**config.mk**
```make
export PLATFORM = sky130hd
export DESIGN_NAME = multicycle_control_unit
export DESIGN_NICKNAME = d
export VERILOG_FILES = /design/src/rtl/minirisc_pkg.sv /design/src/rtl/opcode_decoder.sv /design/src/rtl/multicycle_control_unit.sv
export SDC_FILE = /design/constraint.sdc
export NUM_CORES = 1
export LEC_CHECK = 0
export CORE_MARGIN = 2
export CORE_UTILIZATION = 46
export DETAILED_ROUTE_END_ITERATION = 12
export PLACE_DENSITY = 0.86
export SYNTH_ARGS = -nofsm -noshare
export SYNTH_HDL_FRONTEND = slang
export SYNTH_HIERARCHICAL = 1
export SYNTH_SLANG_ARGS = --single-unit
```
**constraint.sdc**
```tcl
create_clock -name i_clk -period 2.6 [get_ports i_clk]
set_input_delay 0.39 -clock i_clk [delete_from_list [all_inputs] [get_ports i_clk]]
set_output_delay 0.39 -clock i_clk [all_outputs]
set_load 0.1 [all_outputs]
```
**src/rtl/minirisc_pkg.sv**
```systemverilog
// minirisc_pkg: shared FSM state encodings, opcode class constants and opcode patterns
package minirisc_pkg;
  typedef enum logic [2:0] {
    S_IDLE   = 3'd0,
    S_FETCH  = 3'd1,
    S_DECODE = 3'd2,
    S_EXEC   = 3'd3,
    S_MEM    = 3'd4,
    S_WB     = 3'd5,
    S_HALT   = 3'd6,
    S_ERROR  = 3'd7
  } state_t;
  localparam logic [1:0] CLS_R   = 2'b00;
  localparam logic [1:0] CLS_I   = 2'b01;
  localparam logic [1:0] CLS_JAL = 2'b10;
  localparam logic [1:0] CLS_BR  = 2'b11;
  // load = LOAD_PFX then zeros, store = STORE_PFX then zeros, halt = all ones
  localparam logic [1:0] LOAD_PFX  = CLS_I;
  localparam logic [2:0] STORE_PFX = {CLS_I, 1'b1};
endpackage

```
**src/rtl/opcode_decoder.sv**
```systemverilog
// opcode_decoder: combinational opcode classification and datapath select bits
// Ports: i_op opcode in; o_cls class; o_is_load/store/halt/illegal/long flags;
//        o_alu_src, o_label_sel, o_jump_sel datapath selects.
module opcode_decoder
  import minirisc_pkg::*;
#(
  parameter int OPW        = 6,
  parameter bit LONG_OP_EN = 1'b1
) (
  input  logic [OPW-1:0] i_op,
  output logic [1:0]     o_cls,
  output logic           o_is_load,
  output logic           o_is_store,
  output logic           o_is_halt,
  output logic           o_is_illegal,
  output logic           o_is_long,
  output logic           o_alu_src,
  output logic           o_label_sel,
  output logic           o_jump_sel
);
  assign o_cls        = i_op[OPW-1:OPW-2];
  assign o_is_load    = i_op == {LOAD_PFX, {(OPW-2){1'b0}}};
  assign o_is_store   = i_op == {STORE_PFX, {(OPW-3){1'b0}}};
  assign o_is_halt    = &i_op;
  assign o_is_illegal = (o_cls == CLS_JAL) && (|i_op[OPW-3:0]);
  assign o_is_long    = LONG_OP_EN && (o_cls == CLS_R) && i_op[0];
  assign o_alu_src    = i_op[OPW-3] | i_op[OPW-4];
  assign o_label_sel  = o_cls == CLS_BR;
  assign o_jump_sel   = ~i_op[OPW-3] & ~i_op[OPW-4];
endmodule

```
**src/rtl/multicycle_control_unit.sv**
```systemverilog
// multicycle_control_unit: fetch/decode/exec/mem/wb sequencer for the miniRISC core
// Ports: i_clk, i_rst_n (sync, active-low); i_instr_op, i_imem_ack, i_dmem_ack,
//        i_alu_done, i_branch_taken handshakes; o_imem_req/o_dmem_req request levels;
//        o_ir_write/o_pc_write/o_reg_write/o_mem_write/o_mem_read strobes;
//        o_alu_src/o_label_sel/o_jump_sel/o_reg_dest/o_mem_to_reg latched selects;
//        o_halted/o_err sticky status; o_state debug.
module multicycle_control_unit
  import minirisc_pkg::*;
#(
  parameter int OPW        = 6,
  parameter int TIMEOUT    = 16,
  parameter bit LONG_OP_EN = 1'b1
) (
  input  logic           i_clk,
  input  logic           i_rst_n,
  input  logic [OPW-1:0] i_instr_op,
  input  logic           i_imem_ack,
  input  logic           i_dmem_ack,
  input  logic           i_alu_done,
  input  logic           i_branch_taken,
  output logic           o_imem_req,
  output logic           o_dmem_req,
  output logic           o_ir_write,
  output logic           o_pc_write,
  output logic           o_reg_write,
  output logic           o_mem_write,
  output logic           o_mem_read,
  output logic           o_alu_src,
  output logic           o_label_sel,
  output logic           o_jump_sel,
  output logic [1:0]     o_reg_dest,
  output logic [1:0]     o_mem_to_reg,
  output logic           o_halted,
  output logic           o_err,
  output logic [2:0]     o_state
);
  localparam int CW = $clog2(TIMEOUT + 1);
  state_t         r_state, w_next;
  logic [OPW-1:0] r_op;
  logic [CW-1:0]  r_cnt;
  logic [1:0]     r_cls;
  logic           r_alu_src, r_label_sel, r_jump_sel;
  logic [1:0]     w_cls;
  logic           w_is_load, w_is_store, w_is_halt, w_is_illegal, w_is_long;
  logic           w_alu_src, w_label_sel, w_jump_sel, w_limit;
  // decodes the opcode captured at the fetch handshake; it stays stable for the whole instruction
  opcode_decoder #(.OPW(OPW), .LONG_OP_EN(LONG_OP_EN)) u_dec (
    .i_op        (r_op),
    .o_cls       (w_cls),
    .o_is_load   (w_is_load),
    .o_is_store  (w_is_store),
    .o_is_halt   (w_is_halt),
    .o_is_illegal(w_is_illegal),
    .o_is_long   (w_is_long),
    .o_alu_src   (w_alu_src),
    .o_label_sel (w_label_sel),
    .o_jump_sel  (w_jump_sel)
  );
  // r_cnt counts prior waiting cycles, so this is the TIMEOUT-th cycle; an ack here still wins
  assign w_limit = r_cnt == CW'(TIMEOUT - 1);
  always_ff @(posedge i_clk) begin
    r_state <= !i_rst_n ? S_IDLE : w_next;
  end
  always_ff @(posedge i_clk) begin
    if (!i_rst_n) begin
      r_cnt       <= '0;
      r_op        <= '0;
      r_cls       <= '0;
      r_alu_src   <= 1'b0;
      r_label_sel <= 1'b0;
      r_jump_sel  <= 1'b0;
    end else begin
      r_cnt <= (w_next == r_state && (r_state == S_FETCH || r_state == S_MEM)) ? r_cnt + 1'b1 : '0;
      if (r_state == S_FETCH && i_imem_ack) r_op <= i_instr_op;
      if (r_state == S_DECODE) begin
        r_cls       <= w_cls;
        r_alu_src   <= w_alu_src;
        r_label_sel <= w_label_sel;
        r_jump_sel  <= w_jump_sel;
      end
    end
  end
  always_comb begin
    w_next = r_state;
    case (r_state)
      S_IDLE:   w_next = S_FETCH;
      S_FETCH:  w_next = i_imem_ack ? S_DECODE : w_limit ? S_ERROR : S_FETCH;
      S_DECODE: w_next = w_is_halt ? S_HALT : w_is_illegal ? S_ERROR : S_EXEC;
      S_EXEC:   w_next = (w_is_long && !i_alu_done) ? S_EXEC :
                         (w_cls == CLS_BR) ? S_FETCH :
                         (w_is_load || w_is_store) ? S_MEM : S_WB;
      S_MEM:    w_next = i_dmem_ack ? (w_is_load ? S_WB : S_FETCH) : w_limit ? S_ERROR : S_MEM;
      S_WB:     w_next = S_FETCH;
      default:  w_next = r_state;
    endcase
  end
  always_comb begin
    o_imem_req   = r_state == S_FETCH;
    o_dmem_req   = r_state == S_MEM;
    o_ir_write   = (r_state == S_FETCH) && i_imem_ack;
    o_pc_write   = ((r_state == S_FETCH) && i_imem_ack) ||
                   ((r_state == S_EXEC) && (w_cls == CLS_BR) && i_branch_taken) ||
                   ((r_state == S_WB) && (w_cls == CLS_JAL));
    o_reg_write  = r_state == S_WB;
    o_mem_write  = (r_state == S_MEM) && w_is_store;
    o_mem_read   = (r_state == S_MEM) && w_is_load;
    o_alu_src    = r_alu_src;
    o_label_sel  = r_label_sel;
    o_jump_sel   = r_jump_sel;
    o_reg_dest   = r_cls;
    o_mem_to_reg = r_cls;
    o_halted     = r_state == S_HALT;
    o_err        = r_state == S_ERROR;
    o_state      = r_state;
  end
endmodule

```
Figure 1. Cell placement.
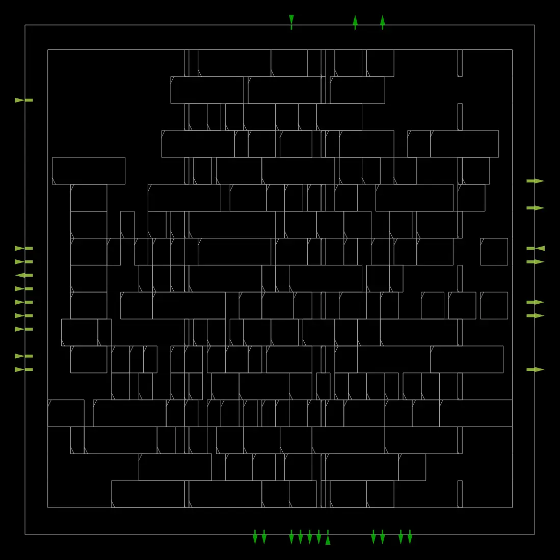
post-layout util: 64.0%
Flops: 19
num rows: 17

Figure 2. Logic cells by family.
The bar under the picture is 20 µm long.
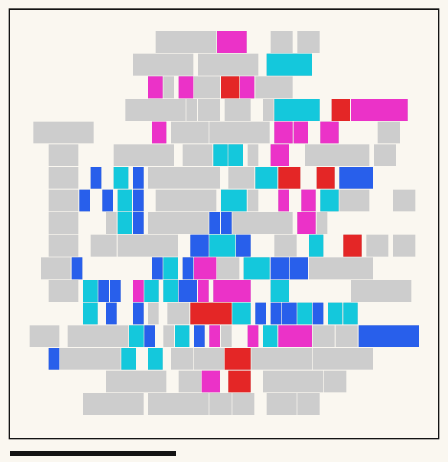
aoi and oai cells: marked cyan, cells 28. and/or cells: marked red, cells 8. nor cells: marked magenta, cells 21. nand cells: marked blue, cells 29.
Layout Cells excl Fill: 184
Comb area share: 42.8%

==> flow_metrics.py <==
# Synthesis and PnR figures
metrics = {
    "clocking": {
        "clock_latency_ps": 310,
        "clkSinkCount": 19,
        "ctsRootBufferMaster": "clkbuf_4",
        "cts_tree": "built",
        "htree_levels": 1,
        "cts_buffer_depth": 2,
        "post_cts_resize_count": 0,
    },
    "global_routing": {
        "grt_antenna_before_repair": 0,
        "grt_pass1_vias": 914,
        "grt_pass1_wl_um": 3930,
    },
    "yosys": {
        "ys_sh_simple_pct": 29.6,
        "yosys.stat.seqShare_pct": 36.7,
        "synthMostInstantiatedCell": "nand2_1",
        "top_area_cell": "dfxtp_1",
        "ys_types": 40,
        "synth_area_per_cell_um2": 7.91,
        "ys_sh_xor_pct": 1.69,
        "ys_top_cells_by_count": "22 x nand2_1, 19 x dfxtp_1, 13 x a21oi_1",
        "async_flop_share_pct": 0,
    },
    "final_layout": {
        "drive_above_1_share_pct": 25.0,
        "top_register": "r_op",
        "final_cell_area_um2": 1390,
        "antenna_cells": 0,
    },
    "run": {
        "max_cap_violations": 0,
        "warnings": 26,
    },
    "pwr": {
        "power_density_nw_per_um2": 477,
        "power_leakage_uw": 0.000554,
    },
    "die": {
        "fp.dieH_um": 51.5,
        "dieArea_um2": 2650,
        "top_level_ports": 31,
    },
    "critical_path": {
        "path_max_fanout": 9,
        "cp-start-kind": "flop",
    },
    "run_status": {
        "outcome": "completed",
    },
    "detailed_routing": {
        "postRouteAntennaNets": 0,
        "viasPerCell": 5.73,
    },
    "placement": {
        "gp_congestion": 0.881,
        "place_ws_ps": 599,
    },
    "timing": {
        "fmax_mhz": 447,
    },
}
Figure 3. Wiring heat map.
The die is cut into 10 by 10 equal tiles; black is low, pale yellow is high, scaled to the fullest tile. Values are wire area over tile area, all layers added.
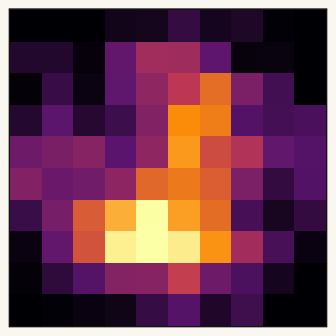
15% of the tiles are nearly empty. 19% of the tiles are over half the peak. The densest ninth of the die: middle. The emptiest ninth of the die: top left.
GRT Total Usage: 20.4%
Post-Route WL: 2540 µm
drt wl/cell: 13.8 µm
routed via count: 1,055

## critical path: stages, from the launching register on
cell and delay [ps]:
dfxtp_1 480, or4b_4 510, nor2_1 170, and2_2 210, buf_12 180
## metal layers
metal	track usage, %	wire [µm]	up-vias	share of wire (%)
met1	22.9	1020	492	40
li1	-	-	497	-
met3	4.97	184	13	7.2
met4	16.2	115	0	4.5
met5	0	0	-	0
met2	32.5	1220	53	48
## worst paths after layout
path	start	endpoint	slack (ps)	depth (start not counted)
max	r_op[4]$_SDFFE_PN0P_	o_mem_read	360	4
min	o_alu_src$_SDFFE_PN0P_	o_alu_src$_SDFFE_PN0P_	490	2
max reg2reg	r_cnt[0]$_SDFF_PN0_	r_cnt[1]$_SDFF_PN0_	560	7
min reg2reg	o_alu_src$_SDFFE_PN0P_	o_alu_src$_SDFFE_PN0P_	490	2
## layout by cell type (no fill, tap or decap), types with 3 or more instances in the layout
cell type         n
a21oi_1          13
dfxtp_1          16
clkbuf_4          3
o21ai_0           5
buf_4            15
inv_1             8
nor3_1            6
nor2_1            5
nand2_1          21
nand2b_1          3
clkdlybuf4s50_1  11
buf_12            4
nor2b_1           4
## cell type report
cell class,count,area [µm²],area share [%]
repair buffers,30,303,21.8
clock buffers,4,26.3,1.89
flip-flops and latches,19,387,27.9
multi-input cells,93,594,42.8
inverters,10,42.5,3.07
well taps,28,35.0,2.52
## where the power goes
part / internal, µW / switching (µW)
Combinational: 60.0 / 126
Clock: 59.9 / 92.0
Sequential: 302 / 22.5
Total: 422 / 240
## stage by stage
| stage | instances | total power (µW) | hold slack [ps] |
|---|---|---|---|
| after floorplan | 131 | 466 | 433 |
| after global placement | 180 | 511 | 444 |
| after detailed placement | 180 | 515 | 454 |
| after CTS | 184 | 662 | 486 |
| after global routing | 184 | 687 | 522 |
| final | 184 | 662 | 487 |
Power figures rest on the tool's default switching activity, not on a simulated workload.
